==> run_1/io_fan.png <==
Scale bar: 20 um.
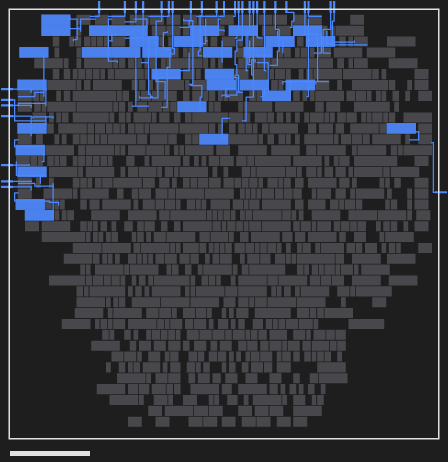
==> run_1/flops_by_reg.png <==
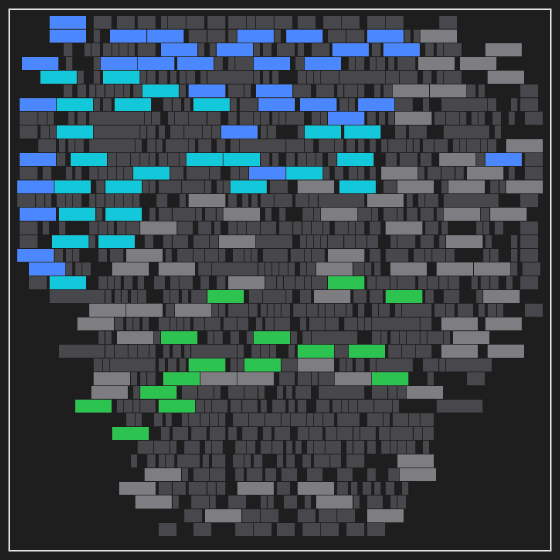
==> run_1/layer_met1.png <==
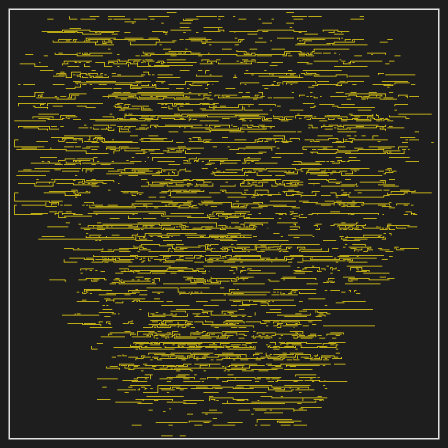
`config.mk`:
```
export PLATFORM = sky130hd
export DESIGN_NAME = imem_loader
export DESIGN_NICKNAME = d
export VERILOG_FILES = /design/src/rtl/imem_loader.sv
export SDC_FILE = /design/constraint.sdc
export NUM_CORES = 1
export LEC_CHECK = 0
export CAP_MARGIN = 20
export CORE_UTILIZATION = 55
export CTS_CLUSTER_SIZE = 40
export DETAILED_ROUTE_END_ITERATION = 7
export PLACE_DENSITY = 0.9
export SYNTH_ARGS = -nofsm -noshare
export SYNTH_HDL_FRONTEND = slang
export SYNTH_SLANG_ARGS = --single-unit
```
`constraint.sdc`:
```
create_clock -name clk -period 3.3 [get_ports clk]
set_input_delay 0.66 -clock clk [delete_from_list [all_inputs] [get_ports clk]]
set_output_delay 0.66 -clock clk [all_outputs]
set_load 0.02 [all_outputs]
```
`src/rtl/imem_loader.sv`:
```
// Instruction memory loader: unpacks a length/data/checksum byte frame from a host
// link into 32-bit words written sequentially from BASE_ADDR, holding the CPU meanwhile.
module imem_loader #(
    parameter int ADDR_W    = 14,
    parameter int BASE_ADDR = 0
) (
    input  logic              clk,
    input  logic              rst,
    input  logic              start,
    input  logic              byte_valid,
    input  logic [7:0]        byte_data,
    output logic              byte_ready,
    output logic              wr_en,
    output logic [ADDR_W-1:0] wr_addr,
    output logic [31:0]       wr_data,
    output logic              cpu_hold,
    output logic              done,
    output logic              error,
    output logic [ADDR_W:0]   words_loaded
);

    // Handshake: a byte moves only in a cycle where byte_valid & byte_ready are both
    // high; byte_ready is decoded from state alone, never from byte_valid.
    typedef enum logic [2:0] {
        S_IDLE,
        S_LEN_LO,
        S_LEN_HI,
        S_DATA,
        S_WRITE,
        S_CSUM,
        S_DONE,
        S_ERR
    } state_t;

    localparam logic [31:0]     ROOM  = 32'((1 << ADDR_W) - BASE_ADDR);
    localparam logic [ADDR_W:0] ONE_W = 1;

    state_t            state, state_n;
    logic [7:0]        len_lo_q;
    logic [ADDR_W:0]   len_q;
    logic [ADDR_W-1:0] addr_q;
    logic [23:0]       word_q;
    logic [1:0]        idx_q;
    logic [7:0]        csum_q;

    logic              xfer;
    logic [15:0]       len16;
    logic              len_bad;
    logic              last_word;
    logic              start_ok;

    assign xfer      = byte_valid & byte_ready;
    assign len16     = {byte_data, len_lo_q};
    assign len_bad   = (len16 == 16'd0) || (32'(len16) > ROOM);
    assign last_word = ((words_loaded + ONE_W) == len_q);
    assign start_ok  = start && (state == S_IDLE || state == S_DONE || state == S_ERR);

    always_comb begin
        state_n    = state;
        byte_ready = 1'b0;
        cpu_hold   = 1'b0;
        done       = 1'b0;
        error      = 1'b0;
        wr_en      = 1'b0;
        case (state)
            S_IDLE: begin
                if (start) state_n = S_LEN_LO;
            end
            S_LEN_LO: begin
                byte_ready = 1'b1;
                cpu_hold   = 1'b1;
                if (xfer) state_n = S_LEN_HI;
            end
            S_LEN_HI: begin
                byte_ready = 1'b1;
                cpu_hold   = 1'b1;
                if (xfer) state_n = len_bad ? S_ERR : S_DATA;
            end
            S_DATA: begin
                byte_ready = 1'b1;
                cpu_hold   = 1'b1;
                if (xfer && idx_q == 2'd3) state_n = S_WRITE;
            end
            S_WRITE: begin
                cpu_hold = 1'b1;
                wr_en    = 1'b1;
                state_n  = last_word ? S_CSUM : S_DATA;
            end
            S_CSUM: begin
                byte_ready = 1'b1;
                cpu_hold   = 1'b1;
                if (xfer) state_n = (byte_data == csum_q) ? S_DONE : S_ERR;
            end
            S_DONE: begin
                done = 1'b1;
                if (start) state_n = S_LEN_LO;
            end
            S_ERR: begin
                error = 1'b1;
                if (start) state_n = S_LEN_LO;
            end
            default: state_n = S_IDLE;
        endcase
    end

    always_ff @(posedge clk) begin
        if (rst) begin
            state        <= S_IDLE;
            len_lo_q     <= '0;
            len_q        <= '0;
            addr_q       <= '0;
            word_q       <= '0;
            idx_q        <= '0;
            csum_q       <= '0;
            wr_addr      <= '0;
            wr_data      <= '0;
            words_loaded <= '0;
        end else begin
            state <= state_n;
            if (start_ok) words_loaded <= '0;
            case (state)
                S_LEN_LO: begin
                    if (xfer) len_lo_q <= byte_data;
                end
                S_LEN_HI: begin
                    if (xfer) begin
                        len_q  <= (ADDR_W+1)'(len16);
                        addr_q <= ADDR_W'(BASE_ADDR);
                        csum_q <= '0;
                        idx_q  <= '0;
                    end
                end
                S_DATA: begin
                    if (xfer) begin
                        csum_q <= csum_q ^ byte_data;
                        idx_q  <= idx_q + 2'd1;
                        // Output registers only change at the 4th byte so they hold between strobes.
                        if (idx_q == 2'd3) begin
                            wr_data <= {byte_data, word_q};
                            wr_addr <= addr_q;
                        end else begin
                            word_q[idx_q*8 +: 8] <= byte_data;
                        end
                    end
                end
                S_WRITE: begin
                    words_loaded <= words_loaded + ONE_W;
                    idx_q        <= '0;
                    if (!last_word) addr_q <= addr_q + ADDR_W'(1);
                end
                default: ;
            endcase
        end
    end

    a_no_back_to_back: assert property (@(posedge clk) disable iff (rst) wr_en |=> !wr_en);
    a_no_ready_in_write: assert property (@(posedge clk) disable iff (rst) wr_en |-> !byte_ready);

endmodule

```
==> Changelog: implementation, run 1 <==
### Physical design

* Status: finished with violations
* Failing checks: DRC
* 1st-iter DRT viols at 503
* CTS tree: yes
* Req. time, crit path at 3.67 ns
* Layout cell share with drive strength beyond 1 at 7.08%
* Worst Path Max Fanout at 8
* Crit path top cell by count: o221ai_1
* Clk root buf: clkbuf_8
* CP arrival at 3.45 ns
* Global-route wire length before repair at 25.6 mm
* Fmax at 324 MHz
* Total tool warning count at 30
* Clock Pin Slew Worst Setup and Hold Paths at 0.06 ns
* Bufs on Longest Clock Path at 2
* TritonCTS Buffers at 17
* Worst hold path type: flop to flop
* Final Hold Vio Count at 0
* DRC viols at 1
* Final setup violation count at 0
* Synthesized net count at 809
* Die Width at 107 um
* Post-Route Utilization at 70.2%
* Nature of the critical path startpoint: flop
* Chip Area, Yosys at 6080 um^2
* CP max stage delay at 0.65 ns
* Synth top area share at 44.4%
* Setup Crit Path Kind: flop to flop
* Die extent in y at 107 um
* Reg power frac at 39.6%
* Final worst path period need at 3.08 ns
* Post-synth top area cell: dfxtp_1
* Initial Util at 56.4%
* VDD IR max at 0.000515 V
* Setup TNS at 0 ns
* Most instantiated cells after synthesis: nand2_1 (205), dfxtp_1 (135), a21oi_1 (114)
* Ys cells at 789
* Routed len/inst at 15.6 um
* Htree depth at 4
* Critical path cell sequence: ha_1 > and3_1 > nand3_1 > o221ai_1 > o211ai_1 > or4_1 > nand2b_1 > o221ai_1 > a221oi_1
* Combinational share of power at 17.3%
* Largest net degree at the start of global routing at 66
* Yosys top cell by instances: nand2_1
* Layout Skew at 0.00852 ns
* Diode count at 0
* Hold buffers post-CTS at 0
* Rows at 38
* Final Max-Slew Violation Tally at 0
* WHS at 0.451 ns
* ANT nets after route at 0
* Cell Area, Synth at 6080 um^2
* Clk network pwr share at 43.1%
* Max-slew headroom at 33.8%
* Post-synth seq share at 44.4%
* Number of global-route vias before repair at 5437
* Pre-Repair DR Iteration Count at 7
* RSZ-0062 raised after global routing: no
* Top cells, area: dfxtp_1 (44%), nand2_1 (13%), a21oi_1 (9.4%)
* Synth Flop Type: dfxtp_1
* Cycle use final at 93.4%
* Leakage at 0.00256 uW
* Slew of the pin with the lowest slew margin at 0.990 ns
* DPL Wire Length at 10.1 mm
* Core area at 10800 um^2
-- io_fan.png (at the start) --
[blue] wr_data | direction: output | edge: 24 top, 7 left, 1 right | end cells: 32 | wire: 752 um

-- flops_by_reg.png (at the start) --
[cyan] word_q | sequential cells: 24
[green] len_q | sequential cells: 15
[blue] wr_data | sequential cells: 32
not coloured: 64

-- layer_met1.png (at the start) --
main direction: horizontal
longest straight run: 24.4 um
wire length on this layer: 6340 um
nets with wire on the layer: 803
share of all routed wire: 40%

==> run 1: cells in the final DEF (no fill, tap or decap), types with 16 or more instances in the layout <==
cell / instances
nor2_1: 50
o21ai_0: 22
clkdlybuf4s50_1: 76
dfxtp_1: 135
xnor2_1: 19
a21oi_1: 114
clkbuf_16: 16
buf_4: 17
nand2_1: 205
nand3_1: 33
==> run 1: final timing paths <==
kind / cells after the start / to / slack, ns / startpoint
setup / recovery: 9 / state[1]$_SDFFE_PP0P_ / 0.22 / words_loaded[0]$_SDFFE_PP0P_
hold / removal: 2 / word_q[3]$_SDFFE_PP0P_ / 0.45 / word_q[3]$_SDFFE_PP0P_
setup reg to reg: 9 / state[1]$_SDFFE_PP0P_ / 0.22 / words_loaded[0]$_SDFFE_PP0P_
hold reg to reg: 2 / word_q[3]$_SDFFE_PP0P_ / 0.45 / word_q[3]$_SDFFE_PP0P_
==> run 1: power groups by stage <==
| stage | Clock [uW] | Combinational (uW) | Sequential [uW] |
|---|---|---|---|
| finish | 1930 | 778 | 1770 |
| global route | 2020 | 847 | 1790 |
| CTS | 1940 | 759 | 1770 |
| detailed placement | 0 | 744 | 1800 |
| global placement | 0 | 732 | 1800 |
| floorplan | 0 | 531 | 1770 |
==> run 1: layout make-up <==
| cell class | count | area (um^2) |
|---|---|---|
| flip-flops and latches | 135 | 2700 |
| fillers | 783 | 3210 |
| clock inverters | 15 | 189 |
| inverters | 9 | 33.8 |
| clock buffers | 17 | 414 |
| well taps | 140 | 175 |
| repair buffers | 95 | 928 |
| multi-input cells | 591 | 3140 |
==> run 1: flip-flops by register name, summed over array words and instances (netlist names) <==
name          flops
len_q            15
csum_q            8
wr_addr          14
idx_q             2
addr_q           14
word_q           24
words_loaded     15
len_lo_q          8
wr_data          32
state             3
==> run 1: routing by layer <==
metal  wire, um  track usage [%]  vias to the layer above  part of all wire (%)
met2       7670             46.9                      265                    49
met5          0                0                        -                     0
met4        574             12.9                        0                   3.7
met1       6340             34.2                     2728                    40
met3       1110             6.50                       63                   7.0
li1           -                -                     2839                     -
==> run 1: cell families (layout without fill, tap and decap cells) <==
kind of cell	Yosys count	after routing	synth area share, %
multiplexers	5	5	0.823
adder cells (fa/ha/maj)	8	8	1.65
AND/OR/NAND/NOR	371	371	27.8
buffers and inverters	63	136	4.15
AND-OR/OR-AND	180	180	17.3
flip-flops	135	135	44.4
XOR/XNOR	27	27	3.89
==> run 1: critical path: cells and delay by family, from the launching register on <==
| family | cells | cell delay [ns] |
|---|---|---|
| AND-OR/OR-AND | 4 | 0.63 |
| adder cells (fa/ha/maj) | 1 | 0.35 |
| flip-flops | 1 | 0.48 |
| AND/OR/NAND/NOR | 4 | 1.45 |
==> run 1: metrics by stage <==
step           std cells  setup WS, ns  instance area, um^2  total power (uW)
2_1_floorplan        789         0.478                 6080              2300
3_3_place_gp         969         0.403                 6950              2530
3_5_place_dp         969         0.272                 6950              2550
4_1_cts             1001         0.254                 7550              4470
5_1_grt             1002        0.0150                 7580              4650
6_report            1002         0.218                 7580              4490
==> run 1: timing repair <==
item,CTS,global route
resized,0,1
endpoints found under the hold margin,0,0
endpoints found under the setup margin,0,3
setup buffers,0,1
==> run_1/congestion.png <==
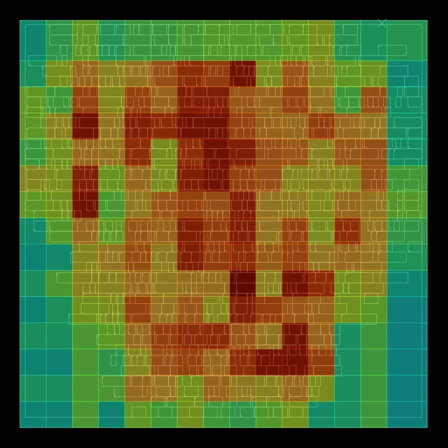

--- run 2 (diff from run 1) ---
--- a/config.mk
+++ b/config.mk
@@ -7,6 +7,7 @@
 export LEC_CHECK = 0
 export CAP_MARGIN = 20
 export CORE_UTILIZATION = 55
+export CTS_CLUSTER_DIAMETER = 50
 export CTS_CLUSTER_SIZE = 40
 export DETAILED_ROUTE_END_ITERATION = 7
 export PLACE_DENSITY = 0.9
==> constraint.sdc (replaced) <==
create_clock -name clk -period 3.3 [get_ports clk]
set_input_delay 0.66 -clock clk [delete_from_list [all_inputs] [get_ports clk]]
set_output_delay 0.66 -clock clk [all_outputs]
set_load 0.05 [all_outputs]
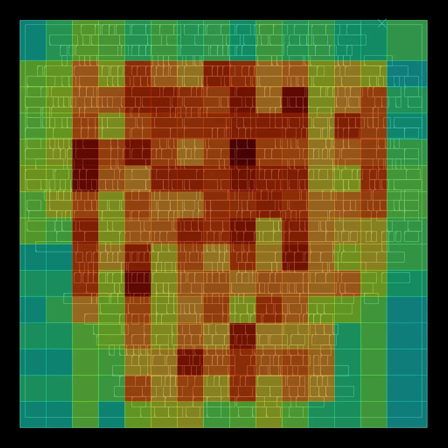
(run_2/congestion.png)
met3 Usage GRT: 7.36%
grt met1 use: 34.9%
routed len/inst: 16.3 um
Overall Global Routing Usage: 29.4%
gr busiest metal: met2

==> run 2 against run 1 <==
Against the previous run: the flow still finishes with violations (DRC); wire length grew 4.7%; worst setup slack lost 0.035 ns; area after synthesis unchanged; flip-flop count did not move; critical path type is now flop to primary output; largest cell class unchanged; highest routed layer unchanged.
==> Changelog: implementation, run 2 <==
### Physical design

* Placed cell count at 971
* Setup crit end: cpu_hold
* Die Width at 107 um
* WHS at 0.452 ns
* Fin area at 7610 um^2
* Max reg flops at 32
* Clk root buf: clkbuf_8
* Total tool warning count at 30
* Cell Area, Synth at 6080 um^2
* Number of global-route vias before repair at 5501
* DRC viols at 1
* Dpl cell area at 6960 um^2
* Pre-Repair DR Iteration Count at 8
* Mux share at 0.823%
* Most instantiated logic cells after routing: nand2_1 (205), dfxtp_1 (135), a21oi_1 (114)
* Req. time, crit path at 2.64 ns
* Htree depth at 4
* ANT nets after route at 0
* Regs by FF count: wr_data: 32 flops, word_q: 24 flops
* Largest Register: wr_data
* Post-synth seq share at 44.4%
* Top cells, area: dfxtp_1 (44%), nand2_1 (13%), a21oi_1 (9.4%)
* Post-Route Utilization at 70.5%
* VDD IR max at 0.000597 V
* CP arrival at 2.46 ns
* Initial Util at 56.4%
* Max-slew headroom at 30.5%
* Synth top area share at 44.4%
* CTS tree: yes
* Xor-xnor portion of the synthesized cell area at 3.89%
* Adder-Cell Fraction of Synth Area at 1.65%
* Comb. cell area at 3140 um^2
* Top non-seq family: simple AND/OR/NAND/NOR gates
* Filler instances at 762
* Setup Crit Path Kind: flop to primary output
* Clock Pin Slew Worst Setup and Hold Paths at 0.06 ns
* Dominant logic cell type in the layout: nand2_1
* Layout cell share with drive strength beyond 1 at 7.51%
* Layout Skew at 0.00803 ns
* Status: finished with violations
* DPL Wire Length at 10.0 mm
* Setup TNS at 0 ns
* Die extent in y at 107 um
* Largest net degree at the start of global routing at 57
* Ys cells at 789
* Simple-Gate Fraction of Synth Area at 27.8%
* Final cell count without fillers at 1005
* Synth Flop Type: dfxtp_1
* Chip Area, Yosys at 6080 um^2
* FF+latch area at 2700 um^2
* Most instantiated cells after synthesis: nand2_1 (205), dfxtp_1 (135), a21oi_1 (114)
* CP Launch Point: state[2]$_SDFFE_PP0P_
* Diode count at 0
* Global-route wire length before repair at 26.4 mm
* TritonCTS Buffers at 17
* Leakage at 0.00257 uW
* RSZ-0062 raised after global routing: no
* Bufs on Longest Clock Path at 2
* Yosys top cell by instances: nand2_1
* Slew of the pin with the lowest slew margin at 1.04 ns
* Worst reg2reg path depth at 9
* Worst hold path type: flop to flop
* Final Max-Slew Violation Tally at 0
* Final setup violation count at 0
* Final Hold Vio Count at 0
* Yosys aoi share at 17.3%
* Cycle use final at 94.5%
* Nature of the critical path startpoint: flop
* Failing checks: DRC
* Final worst path period need at 3.12 ns
* 1st-iter DRT viols at 539
run 2: cell type report:
class                   count  share of cell area, %
clock buffers              17                   5.44
clock inverters            15                   2.52
inverters                   9                  0.444
multi-input cells         591                   41.3
flip-flops and latches    135                   35.5
well taps                 140                   2.30
repair buffers             98                   12.5
run 2: worst max-delay path: stages, from the launching register on:
cell and delay, ns:
dfxtp_1 0.58, ha_1 0.31, or2_2 0.32, clkdlybuf4s50_1 0.71
run 2: worst min path at each step:
stage | from | endpoint | slack, ns | depth (start not counted)
2_1_floorplan | word_q[0]$_SDFFE_PP0P_ | word_q[0]$_SDFFE_PP0P_ | 0.43 | 2
3_3_place_gp | word_q[6]$_SDFFE_PP0P_ | word_q[6]$_SDFFE_PP0P_ | 0.44 | 2
3_5_place_dp | word_q[22]$_SDFFE_PP0P_ | wr_data[22]$_SDFFE_PP0P_ | 0.44 | 2
4_1_cts | wr_data[0]$_SDFFE_PP0P_ | wr_data[0]$_SDFFE_PP0P_ | 0.45 | 2
5_1_grt | wr_addr[1]$_SDFFE_PP0P_ | wr_addr[1]$_SDFFE_PP0P_ | 0.47 | 2
6_report | wr_data[0]$_SDFFE_PP0P_ | wr_data[0]$_SDFFE_PP0P_ | 0.45 | 2
run 2: repair_timing:
action / in CTS / in global routing
resized: 0 / 2
setup endpoints to repair: 0 / 3
hold buffers: 0 / 0
buffers inserted: 0 / 2
run 2: metrics by stage:
step	worst slack, ns	power [uW]
global route	0.0497	4770
CTS	0.216	4590
finish	0.182	4620
global placement	0.409	2620
detailed placement	0.294	2640
floorplan	0.239	2370
run 2: cell families after synthesis:
group / count (synthesis)
XOR/XNOR: 27
buffers and inverters: 63
flip-flops: 135
AND-OR/OR-AND: 180
adder cells (fa/ha/maj): 8
multiplexers: 5
AND/OR/NAND/NOR: 371
run 2: metal layers:
layer / part of all wire [%] / GRT usage (%) / vias to the layer above
met1: 40 / 34.9 / 2825
met4: 3.8 / 15.2 / 0
li1: - / - / 2841
met2: 49 / 48.9 / 300
met5: 0 / 0 / -
met3: 7.3 / 7.36 / 70
run 2: power by group:
part / internal (uW) / switching (uW) / leakage, uW / total (uW)
logic: 283 / 621 / 0.00119 / 904
clock network: 1170 / 786 / 0.000292 / 1960
registers: 1690 / 68.1 / 0.00109 / 1760
==> run_2/clk_routes.png <==
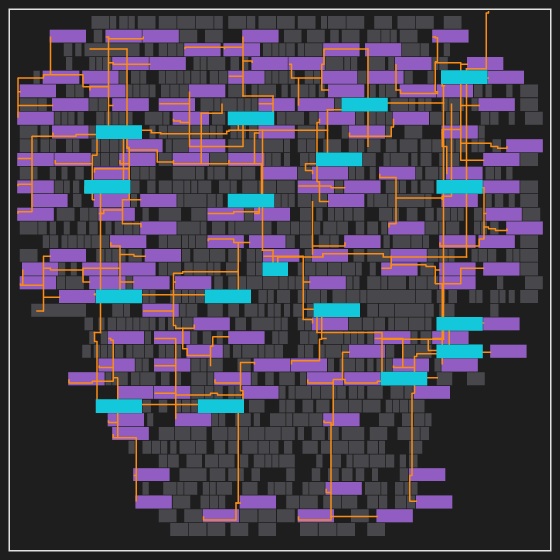

--- run 3 (diff from run 2) ---
--- a/config.mk
+++ b/config.mk
@@ -6,11 +6,11 @@
 export NUM_CORES = 1
 export LEC_CHECK = 0
 export CAP_MARGIN = 20
-export CORE_UTILIZATION = 55
+export CORE_UTILIZATION = 43
 export CTS_CLUSTER_DIAMETER = 50
 export CTS_CLUSTER_SIZE = 40
 export DETAILED_ROUTE_END_ITERATION = 7
-export PLACE_DENSITY = 0.9
+export PLACE_DENSITY = 0.76
 export SYNTH_ARGS = -nofsm -noshare
 export SYNTH_HDL_FRONTEND = slang
 export SYNTH_SLANG_ARGS = --single-unit
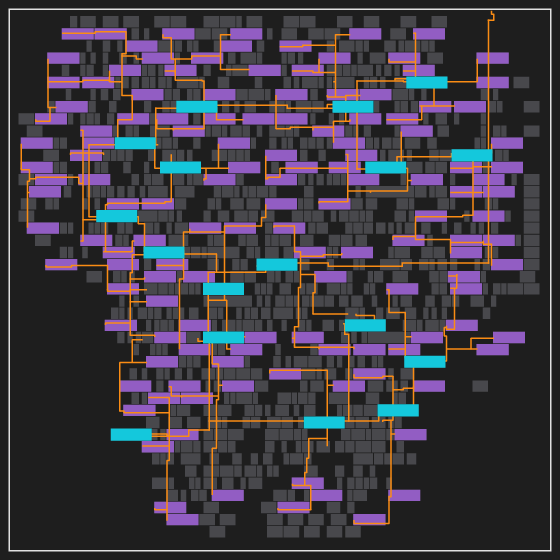
(run_3/clk_routes.png)
[cyan] clock drivers | count: 17
[purple] flip-flops | count: 135
[orange] clock wires | length: 1710 um
routed clock nets: 18
flops lie: all over the die

==> run 3 against run 2 <==
Against the previous run: the flow now finishes without violations; first-iteration DRC count is 29% lower; hold slack worse by 0.0049 ns; utilization is 15 points lower; die area is 27% higher; critical path depth is 1 higher; maximum frequency is 1.2% higher; area after synthesis stayed put; synthesized cell count stayed put; critical endpoint unchanged; largest power group unchanged.
==> Changelog: implementation, run 3 <==
### Physical design

* Initial Util at 44.0%
* RSZ-0062 raised after global routing: no
* VDD IR max at 0.000378 V
* Req. time, crit path at 2.64 ns
* TritonCTS Buffers at 17
* Slowest CP cell: clkdlybuf4s50_1
* Final Max-Slew Violation Tally at 0
* Status: finished clean
* Worst hold path type: flop to flop
* CP Launch Point: state[0]$_SDFFE_PP0P_
* Synth top area share at 44.4%
* Pwr Total at 4520 uW
* Setup TNS at 0 ns
* Final worst path period need at 3.08 ns
* Layout Skew at 0.00932 ns
* Final setup violation count at 0
* Critical path's top delay family: buffers and inverters
* Htree depth at 4
* HP Start: word_q[5]$_SDFFE_PP0P_
* Most instantiated logic cells after routing: nand2_1 (205), dfxtp_1 (135), a21oi_1 (114)
* Regs by FF count: wr_data: 32 flops, word_q: 24 flops
* Die extent in y at 121 um
* Synthesized net count at 809
* Largest net degree at the start of global routing at 69
* Comb. cell area at 3130 um^2
* Ys cells at 789
* Fmax at 324 MHz
* Worst Path Max Fanout at 16
* DRC viols at 0
* Leakage at 0.00255 uW
* Buf+Inv Stages, Crit Path at 1
* Number of global-route vias before repair at 5028
* FF+latch area at 2700 um^2
* 1st-iter DRT viols at 385
* Post-synth top area cell: dfxtp_1
* Filler instances at 1287
* Cell Area, Synth at 6080 um^2
* Max reg flops at 32
* Post-CTS setup buffer count at 0
* Chip Area, Yosys at 6080 um^2
* DPL Wire Length at 10.0 mm
* Synth Flop Type: dfxtp_1
* Cts repair resizes at 0
* Clk root buf: clkbuf_16
* Final Hold Vio Count at 0
* Most instantiated cells after synthesis: nand2_1 (205), dfxtp_1 (135), a21oi_1 (114)
* Bufs on Longest Clock Path at 2
* Clock Pin Slew Worst Setup and Hold Paths at 0.06 ns
* Hold buffers post-CTS at 0
* Largest Register: wr_data
* Total tool warning count at 30
* Global-route wire length before repair at 24.6 mm
* Max-slew headroom at 34.4%
==> run 3: cell type report <==
class / count / share of cell area, %
Clock buffer: 20 / 6.01
Multi-Input combinational cell: 591 / 41.2
Clock inverter: 12 / 1.84
Tap cell: 180 / 2.96
Inverter: 9 / 0.444
Timing Repair Buffer: 95 / 12.0
Sequential cell: 135 / 35.5
==> run 3: final timing paths <==
| path | to | slack [ns] | cells past startpoint |
|---|---|---|---|
| setup / recovery | cpu_hold | 0.22 | 4 |
| hold / removal | wr_data[5]$_SDFFE_PP0P_ | 0.45 | 2 |
| setup reg to reg | addr_q[1]$_SDFFE_PP0P_ | 0.24 | 9 |
| hold reg to reg | wr_data[5]$_SDFFE_PP0P_ | 0.45 | 2 |
==> run 3: metrics by stage <==
stage | setup slack (ns) | utilization, % | instances | area [um^2] | hold slack [ns]
6_report | 0.218 | 55.0 | 1042 | 7600 | 0.447
5_1_grt | 0.0277 | 55.0 | 1042 | 7600 | 0.471
4_1_cts | 0.236 | 55.0 | 1042 | 7600 | 0.452
3_5_place_dp | 0.310 | 50.7 | 1010 | 7010 | 0.444
3_3_place_gp | 0.429 | 50.7 | 1010 | 7010 | 0.441
2_1_floorplan | 0.239 | - | 789 | 6080 | 0.432
==> run 3: worst min-delay path, stage by stage, from the launching register on <==
cell	delay (ns)
dfxtp_1	0.31
nand2_1	0.05
a21oi_1	0.05
==> run 3: cells by family after synthesis <==
group | synth area share (%)
and+or+nand+nor | 27.8
AOI/OAI and AO/OA | 17.3
DFF | 44.4
buffers and inverters | 4.15
xor gates and xnor gates | 3.89
adders and majority gates | 1.65
muxes | 0.823
==> run 3: layer usage <==
metal / share of wire, % / vias up / track usage, % / wire (um)
li1: - / 2833 / - / -
met1: 44 / 2645 / 27.5 / 6680
met2: 49 / 155 / 34.2 / 7360
met3: 5.5 / 22 / 5.36 / 838
met4: 1.5 / 0 / 7.02 / 231
met5: 0 / - / 0 / 0
==> run 3: power by group <==
group	total [uW]	switching, uW	internal [uW]
Sequential	1770	79.6	1690
Combinational	852	575	277
Clock	1900	743	1160
Power and IR drop assume default switching activity.
